**Run 1: the clock network**

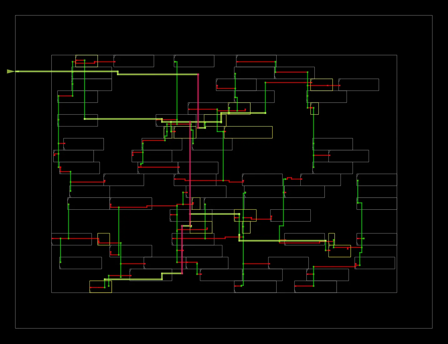
**Run 1: the metal 3 layer**

Scale bar: 20 um.
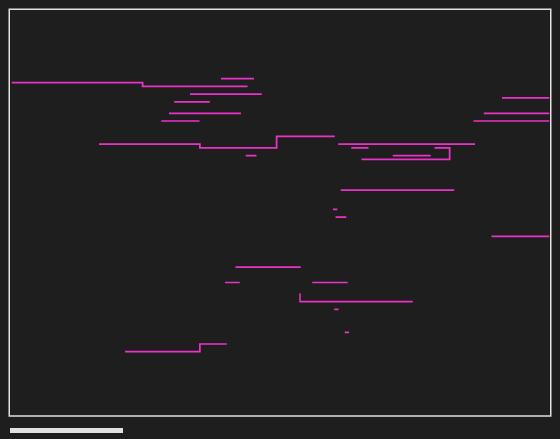
**Run 1: the metal 1 layer**

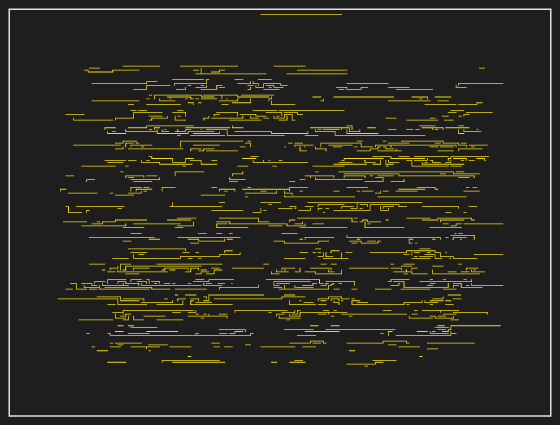
**Run 1: placed cells, one color a class**

Fill, decap, tap and diode cells in gray.
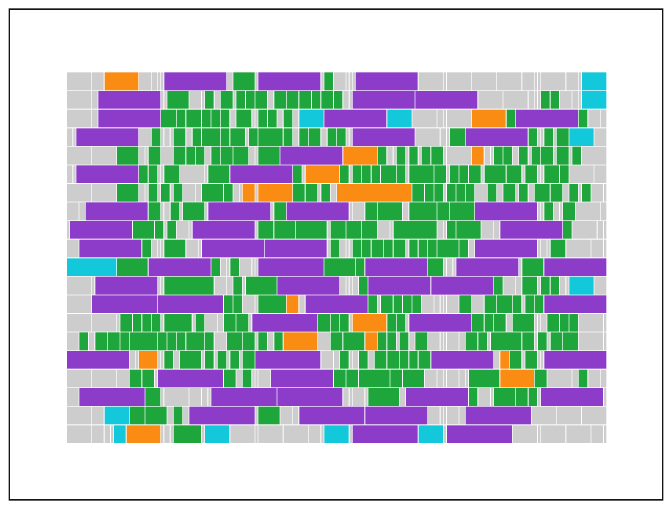
**src/rtl/system_status.sv**
```systemverilog
// Board clock divider and status block: fractional UART oversampling strobe,
// 1 kHz housekeeping tick, mode-selectable status LED and activity-hold LEDs.
module system_status #(
  parameter int unsigned CLKRATE    = 1_789_773,
  parameter int unsigned BAUDRATE   = 9600,
  parameter int unsigned OVERSAMPLE = 6,
  parameter int unsigned ACC_W      = 16,
  parameter int unsigned NUM_ACT    = 2,
  parameter int unsigned PERSIST_MS = 31,
  parameter int unsigned BLINK_MS   = 1000
) (
  input  logic               clk,
  input  logic               rst_n,
  input  logic [NUM_ACT-1:0] act_in,
  input  logic [1:0]         led_mode,
  output logic               uart_clk,
  output logic               tick_1khz,
  output logic               blink,
  output logic [NUM_ACT-1:0] act_led
);

  typedef enum logic [1:0] {
    LED_BLINK = 2'b00,
    LED_ON    = 2'b01,
    LED_OFF   = 2'b10,
    LED_HEART = 2'b11
  } led_mode_e;

  // Rounded phase increment: (2*num + den) / (2*den) == round(num/den).
  localparam longint unsigned NCO_NUM  = 64'(BAUDRATE) * 64'(OVERSAMPLE) * (64'd1 << ACC_W);
  localparam longint unsigned INC_CALC = (64'd2 * NCO_NUM + 64'(CLKRATE)) / (64'd2 * 64'(CLKRATE));
  localparam logic [ACC_W-1:0] INC     = ACC_W'(INC_CALC);

  localparam int unsigned KHZ_DIV = CLKRATE / 1000;
  localparam int unsigned KHZ_W   = (KHZ_DIV > 1) ? $clog2(KHZ_DIV) : 1;
  localparam int unsigned MS_W    = $clog2(BLINK_MS);
  localparam int unsigned CNT_W   = $clog2(PERSIST_MS + 1);

  localparam logic [KHZ_W-1:0] KHZ_RELOAD = KHZ_W'(KHZ_DIV - 1);
  localparam logic [MS_W-1:0]  MS_LAST    = MS_W'(BLINK_MS - 1);
  localparam logic [MS_W-1:0]  MS_HALF    = MS_W'(BLINK_MS / 2);
  localparam logic [MS_W-1:0]  MS_100     = MS_W'(100);
  localparam logic [MS_W-1:0]  MS_200     = MS_W'(200);
  localparam logic [MS_W-1:0]  MS_300     = MS_W'(300);
  localparam logic [CNT_W-1:0] PERSIST    = CNT_W'(PERSIST_MS);

  if (64'(OVERSAMPLE) * 64'(BAUDRATE) >= 64'(CLKRATE / 2)) begin : g_bad_baud
    $fatal(1, "system_status: OVERSAMPLE*BAUDRATE must be below CLKRATE/2");
  end
  if (CLKRATE < 1000) begin : g_bad_clk
    $fatal(1, "system_status: CLKRATE must be at least 1000");
  end
  if (BLINK_MS < 300) begin : g_bad_blink
    $fatal(1, "system_status: BLINK_MS must be at least 300");
  end
  if (PERSIST_MS < 1) begin : g_bad_persist
    $fatal(1, "system_status: PERSIST_MS must be at least 1");
  end

  logic [ACC_W-1:0] acc_q, acc_d;
  logic             uart_q, uart_d;
  logic [KHZ_W-1:0] khz_cnt_q, khz_cnt_d;
  logic             tick_q, tick_d;
  logic [MS_W-1:0]  ms_q, ms_d;
  logic             blink_q, blink_d;
  led_mode_e        mode;

  logic [NUM_ACT-1:0] s0_q, s1_q, s2_q;
  logic [NUM_ACT-1:0] edge_det;
  logic [CNT_W-1:0]   cnt_q [NUM_ACT];
  logic [CNT_W-1:0]   cnt_d [NUM_ACT];
  logic [NUM_ACT-1:0] act_led_q, act_led_d;

  assign mode = led_mode_e'(led_mode);

  always_comb begin
    {uart_d, acc_d} = {1'b0, acc_q} + {1'b0, INC};
  end

  always_comb begin
    tick_d    = (khz_cnt_q == '0);
    khz_cnt_d = tick_d ? KHZ_RELOAD : khz_cnt_q - KHZ_W'(1);
  end

  always_comb begin
    ms_d = ms_q;
    if (tick_q) begin
      ms_d = (ms_q == MS_LAST) ? '0 : ms_q + MS_W'(1);
    end
  end

  always_comb begin
    blink_d = 1'b0;
    unique case (mode)
      LED_BLINK: blink_d = (ms_q < MS_HALF);
      LED_ON:    blink_d = 1'b1;
      LED_OFF:   blink_d = 1'b0;
      LED_HEART: blink_d = (ms_q < MS_100) || ((ms_q >= MS_200) && (ms_q < MS_300));
    endcase
  end

  // A fresh edge reloads the hold counter even when a tick would decrement it.
  always_comb begin
    edge_det  = s1_q ^ s2_q;
    cnt_d     = cnt_q;
    act_led_d = '0;
    for (int unsigned i = 0; i < NUM_ACT; i++) begin
      act_led_d[i] = (cnt_q[i] != '0);
      if (edge_det[i]) begin
        cnt_d[i] = PERSIST;
      end else if (tick_q && (cnt_q[i] != '0)) begin
        cnt_d[i] = cnt_q[i] - CNT_W'(1);
      end
    end
  end

  always_ff @(posedge clk or negedge rst_n) begin
    if (!rst_n) begin
      acc_q     <= '0;
      uart_q    <= 1'b0;
      khz_cnt_q <= KHZ_RELOAD;
      tick_q    <= 1'b0;
      ms_q      <= '0;
      blink_q   <= 1'b0;
      s0_q      <= '1;
      s1_q      <= '1;
      s2_q      <= '1;
      act_led_q <= '0;
      for (int unsigned i = 0; i < NUM_ACT; i++) begin
        cnt_q[i] <= '0;
      end
    end else begin
      acc_q     <= acc_d;
      uart_q    <= uart_d;
      khz_cnt_q <= khz_cnt_d;
      tick_q    <= tick_d;
      ms_q      <= ms_d;
      blink_q   <= blink_d;
      s0_q      <= act_in;
      s1_q      <= s0_q;
      s2_q      <= s1_q;
      act_led_q <= act_led_d;
      for (int unsigned i = 0; i < NUM_ACT; i++) begin
        cnt_q[i] <= cnt_d[i];
      end
    end
  end

  assign uart_clk  = uart_q;
  assign tick_1khz = tick_q;
  assign blink     = blink_q;
  assign act_led   = act_led_q;

endmodule

```
**config.mk**
```make
export PLATFORM = sky130hd
export DESIGN_NAME = system_status
export DESIGN_NICKNAME = d
export VERILOG_FILES = /design/src/rtl/system_status.sv
export SDC_FILE = /design/constraint.sdc
export NUM_CORES = 1
export LEC_CHECK = 0
export ABC_AREA = 1
export ABC_CLOCK_PERIOD_IN_PS = 2500
export CAP_MARGIN = 20
export CORE_ASPECT_RATIO = 0.7
export CORE_MARGIN = 8
export CORE_UTILIZATION = 65
export DETAILED_ROUTE_END_ITERATION = 8
export HOLD_SLACK_MARGIN = 0.08
export PLACE_DENSITY = 0.86
export SLEW_MARGIN = 25
export SYNTH_ARGS = -nofsm -noshare
export SYNTH_HDL_FRONTEND = slang
export SYNTH_SLANG_ARGS = --single-unit
export TNS_END_PERCENT = 100
```
**constraint.sdc**
```tcl
create_clock -name clk -period 2.5 [get_ports clk]
set_input_delay 0.25 -clock clk [delete_from_list [all_inputs] [get_ports clk]]
set_output_delay 0.25 -clock clk [all_outputs]
set_load 0.02 [all_outputs]
```
==> results.toml, run 1 <==
# physical design summary
[yosys]
synth.cell_area_um2 = 2880
async_reset_ff_share_pct = 100
ff_type = "dfrtp_1"
edf_count = 0

[critical_path]
worstSetupStartpointType = "flop"
worstSetupEndpointType = "output pin"
crit_start = "tick_1khz$_DFF_PN0_"
crit_buf_inv = 1

[cts]
cts-resized-gates = 0
cts_setup_buffers = 0
clk_latency_ns = 0.34

[route]
via_per_inst = 5.23
wl_per_cell_um = 12.6
detail-route-antenna-nets = 0

[die]
dieArea_um2 = 6840
chipHeight_um = 71.7
io_pins = 11

[power]
p_leak_nw = 1.57
p_per_area_nw_per_um2 = 577

[global_route]
grt_pass1_vias = 2084
grt_max_degree = 31

[finish]
antennaDiodeCount = 0

[timing]
clock.fmax_mhz = 547
rsz0062_at_grt = "no"
finalCriticalPeriod_ns = 1.83

[run_status]
outcome = "finished, final reports clean"
About 'the clock network':
cts bufs inserted: 9
Max Clock Skew: 0.00955 ns
flip-flops: 58

About 'the metal 3 layer':
share of all routed wire	6.1%
wire length on this layer	308 um
met3 usage: 7.93%
vias: 2104
Routed WL: 5050 um

About 'the metal 1 layer':
longest straight run	24.8 um
nets with wire on the layer	333
share of all routed wire	47%
main direction	horizontal

About 'placed cells, one color a class':
class	color	cells	share of their area
clock drivers and dummy loads	orange	16	5.8%
other buffers and delay cells	cyan	12	3.9%
flip-flops	purple	58	46%
all other logic	green	261	44%

-- run 1: cell usage after synthesis, types with 2 or more instances --
| library cell | n |
|---|---|
| nor2_4 | 3 |
| nand2_1 | 56 |
| o21ai_0 | 21 |
| nand3_2 | 2 |
| dfrtp_1 | 44 |
| nand2_2 | 5 |
| nor2_2 | 7 |
| xor2_1 | 15 |
| nor2_1 | 28 |
| inv_2 | 3 |
| nor3_2 | 3 |
| dfstp_2 | 14 |
| nand4_1 | 9 |
| a21oi_1 | 7 |
| xnor2_1 | 3 |
| inv_1 | 45 |
| nor3_1 | 4 |
| nand3_1 | 29 |
| ha_1 | 8 |
| nand3b_1 | 2 |
-- run 1: worst register-to-register path: stages, from the launching register on --
cell and delay, ns:
dfrtp_1 0.37, inv_1 0.15, ha_1 0.23, nand3b_2 0.17
nor2_4 0.16, nand2_4 0.08, nor2_8 0.10, inv_2 0.07
nand3_1 0.07
-- run 1: flip-flops by register name, indices dropped and copies added (netlist names) --
register	flops
acc_q	16
khz_cnt_q	11
cnt_q	10
ms_q	10
act_led	2
s0_q	2
s1_q	2
s2_q	2
blink	1
tick_1khz	1
uart_clk	1
-- run 1: cells by family after synthesis --
| group | count (synthesis) | share of synthesized area [%] |
|---|---|---|
| AOI/OAI and AO/OA | 30 | 5.48 |
| xor gates and xnor gates | 18 | 5.48 |
| adders and majority gates | 8 | 3.48 |
| buffers and inverters | 51 | 6.96 |
| DFF | 58 | 51.1 |
| and+or+nand+nor | 155 | 27.5 |
-- run 1: routing by layer --
layer	GRT usage, %	part of all wire [%]
met1	22.1	47
met2	25.3	45
met4	6.28	1.7
met5	0	0
met3	7.93	6.1
-- run 1: per-stage QoR --
stage | total power, W | util, % | worst slack [ns] | hold WS [ns]
after detailed placement | 0.00107 | 70.8 | 1.03 | 0.308
after global placement | 0.00107 | 70.8 | 1.05 | 0.307
final | 0.00187 | 75.4 | 0.672 | 0.315
after CTS | 0.00190 | 75.4 | 0.646 | 0.294
after floorplan | 0.00103 | - | 1.21 | -0.0456
after global routing | 0.00195 | 75.4 | 0.589 | 0.292
-- run 1: area by class of cell --
| cell class | count | share of cell area [%] |
|---|---|---|
| sequential | 58 | 45.3 |
| timing repair buffer | 12 | 3.86 |
| multi-input combinational | 211 | 37.2 |
| tap | 55 | 2.12 |
| inverter | 50 | 5.82 |
| clock buffer | 10 | 3.93 |
| clock inverter | 6 | 1.77 |
-- run 1: power by group --
| part | total (W) | internal, W | switching [W] | leakage (nW) |
|---|---|---|---|---|
| registers | 0.000975 | 0.000963 | 0.0000122 | 0.658 |
| logic | 0.0000797 | 0.0000270 | 0.0000527 | 0.821 |
| clock network | 0.000817 | 0.000452 | 0.000365 | 0.0958 |
**Run 1: wire density map**

Scale bar: 20 um. 19 x 14 tiles, from dark blue (low) to red (high), scaled to the fullest tile. Values are wire area over tile area, all layers added.
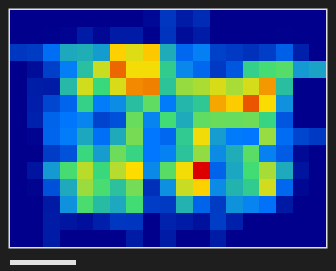

==> inputs of run 2 (changes only) <==
Settings changed: ABC_CLOCK_PERIOD_IN_PS 2500 to 1650, CORE_UTILIZATION 65 to 54, PLACE_DENSITY 0.86 to 0.77.
Clock period 2.5 ns to 1.65 ns, I/O delays scaled along.
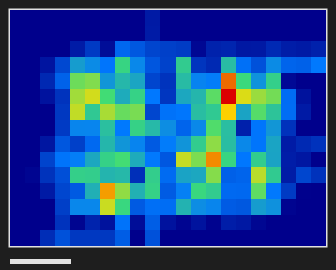
**Above:** run 2 (wire density map).
Scale bar: 20 um. 21 x 15 tiles, from dark blue (low) to red (high), scaled to the fullest tile. Values are wire area over tile area, all layers added.
nearly empty tiles	34%
fullest tile	0.50
densest ninth of the die	middle
emptiest ninth of the die	top left

==> run 2 against run 1 <==
Net effect: first-iteration DRC count decreased by 49%; register-to-register slack got worse by 0.82 ns; sequential power up 52%; highest routed layer unchanged; setup slack worse by 0.45 ns; largest power group unchanged.
==> results.toml, run 2 <==
# physical design summary
[finish]
final_layout_top_logic_cells = "nand2_1, inv_1, dfrtp_1"
layout_top_cell = "nand2_1"
comb_area_um2 = 1210
regMostFlops = "acc_q"
antennaDiodeCount = 0
reg.largest.list = "acc_q: 16 flops, khz_cnt_q: 11 flops"
largest_reg_flops = 16
area_growth_pct = 13.4

[critical_path]
worstSetupEndpointType = "flop"
worstSetupStartpointType = "flop"
critPathKind = "reg -> reg"
cp_max_fo = 6

[die]
fp.dieW_um = 103
dieArea_um2 = 7960
chipHeight_um = 77.1
initial_core_util_pct = 55.3
io_pins = 11

[yosys]
ff_type = "dfrtp_1"
edf_count = 0
synth_cell_types = 32
most_common_cell = "nand2_1"
synth.cell_area_um2 = 2880
synth_cells = 320
synth_stat.cells = 320
top_cells_by_count = "nand2_1, inv_1, dfrtp_1, nand3_1, nor2_1"
async_reset_ff_share_pct = 100

[cts]
cts_setup_buffers = 0
cts_root_buf = "clkbuf_8"
cts_sinks = 58
numCtsBuffers = 9
htreeDepth = 3
clk_latency_ns = 0.34

[run]
cap_violations = 0

[timing]
rsz0062_at_grt = "no"
hold_ws_ns = 0.232
finalClockSkew_ns = 0.00961
final_max_slew_viol_count = 0
clock.fmax_mhz = 700
fin_setup_tns_ns = 0
finalCriticalPeriod_ns = 1.43

[route]
dr_total_vias = 2065
via_per_inst = 4.93
detail-route-antenna-nets = 0
wl_per_cell_um = 11.8
totalWireLength_um = 4930

[global_route]
grt_max_degree = 39
grt_pass1_vias = 1918

[power]
p_per_area_nw_per_um2 = 846
p_leak_nw = 1.56

[run_status]
outcome = "finished, final reports clean"
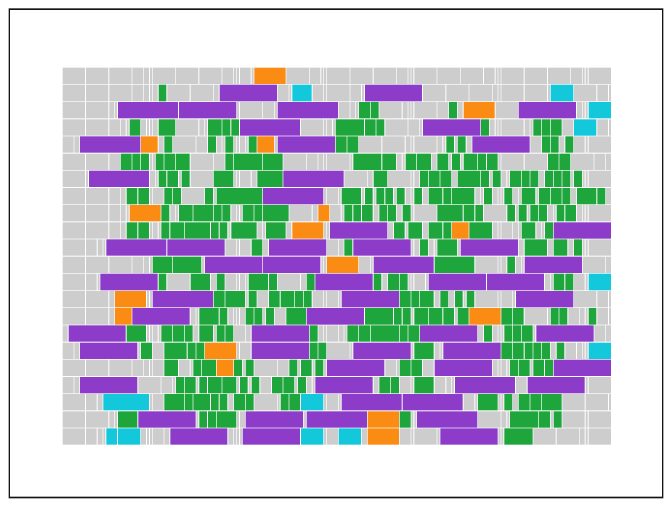
**Above:** run 2 (placed cells, one color a class).
Fill, decap, tap and diode cells in gray.
class	color	cells	share of their area
clock drivers and dummy loads	orange	16	5.7%
flip-flops	purple	58	46%
all other logic	green	261	44%
other buffers and delay cells	cyan	12	3.9%
Finished Core Util: 62.7%
Core Region: 5200 um^2
sequential cell area share: 45.1%
final instance area: 3260 um^2

[run 2: cell count changes in the layout (fill, tap and decap cells not counted)]
cell and change:
clkbuf_1 -1, clkinv_2 -3, clkinvlp_4 +4, bufinv_16 -1, clkdlybuf4s50_1 -1, clkbuf_8 +1
dfrtp_2 +1, dfrtp_1 -1, dlygate4sd2_1 +1
[run 2: per-stage QoR]
stage	setup slack (ns)	std cells	utilization, %	power [W]	instance area (um^2)
2_1_floorplan	0.363	320	-	0.00156	2880
3_3_place_gp	0.235	402	59.0	0.00161	3070
3_5_place_dp	0.237	402	59.0	0.00162	3070
4_1_cts	0.192	419	62.7	0.00280	3260
5_1_grt	0.107	419	62.7	0.00288	3260
6_report	0.222	419	62.7	0.00276	3260
[run 2: worst max path at each step]
stage                                    endpoint  cells after the start                    from
after floorplan            khz_cnt_q[5]$_DFF_PN1_                      8  khz_cnt_q[0]$_DFF_PN0_
after global placement                  tick_1khz                      1     tick_1khz$_DFF_PN0_
after detailed placement  khz_cnt_q[10]$_DFF_PN1_                      8  khz_cnt_q[0]$_DFF_PN0_
after CTS                              act_led[1]                      1    act_led[1]$_DFF_PN0_
after global routing         cnt_q[5]$_DFFE_PN0P_                      7    cnt_q[5]$_DFFE_PN0P_
final                     khz_cnt_q[10]$_DFF_PN1_                      8  khz_cnt_q[0]$_DFF_PN0_
[run 2: timing repair]
item | in CTS | in global routing
hold endpoints to repair | 15 | 0
resized | 2 | 0
setup endpoints to repair | 1 | 0
hold buffers | 1 | 0
[run 2: area by class of cell]
class	instances	area share (%)
tap	72	2.76
sequential	58	45.1
clock inverter	6	1.30
multi-input combinational	211	37.0
timing repair buffer	12	3.80
clock buffer	10	4.22
inverter	50	5.79
[run 2: where the power goes]
| group | switching, W | leakage (nW) | internal, W |
|---|---|---|---|
| logic | 0.0000785 | 0.826 | 0.0000411 |
| clock network | 0.000583 | 0.0765 | 0.000580 |
| registers | 0.0000185 | 0.657 | 0.00146 |
| total | 0.000680 | 1.56 | 0.00208 |
[run 2: cell families (layout without fill, tap and decap cells)]
logic type | Yosys count | count (layout) | share of synthesized area [%]
adder cells (fa/ha/maj) | 8 | 8 | 3.48
AND/OR/NAND/NOR | 155 | 155 | 27.5
XOR/XNOR | 18 | 18 | 5.48
flip-flops | 58 | 58 | 51.1
buffers and inverters | 51 | 78 | 6.96
AND-OR/OR-AND | 30 | 30 | 5.48
[run 2: metal layers]
metal / vias up / track usage [%] / share of wire (%)
met4: 0 / 8.63 / 2.0
met3: 9 / 4.69 / 4.1
li1: 1063 / - / -
met1: 958 / 18.2 / 49
met5: - / 0 / 0
met2: 35 / 19.9 / 45
[run 2: critical path: stages, from the launching register on]
cell      delay, ns
dfrtp_1        0.38
inv_1          0.15
ha_1           0.22
nand3b_2       0.14
nor2_4         0.14
nand2_4        0.08
nor2_8         0.10
inv_2          0.07
nand2_1        0.07
Power and IR drop assume default switching activity.
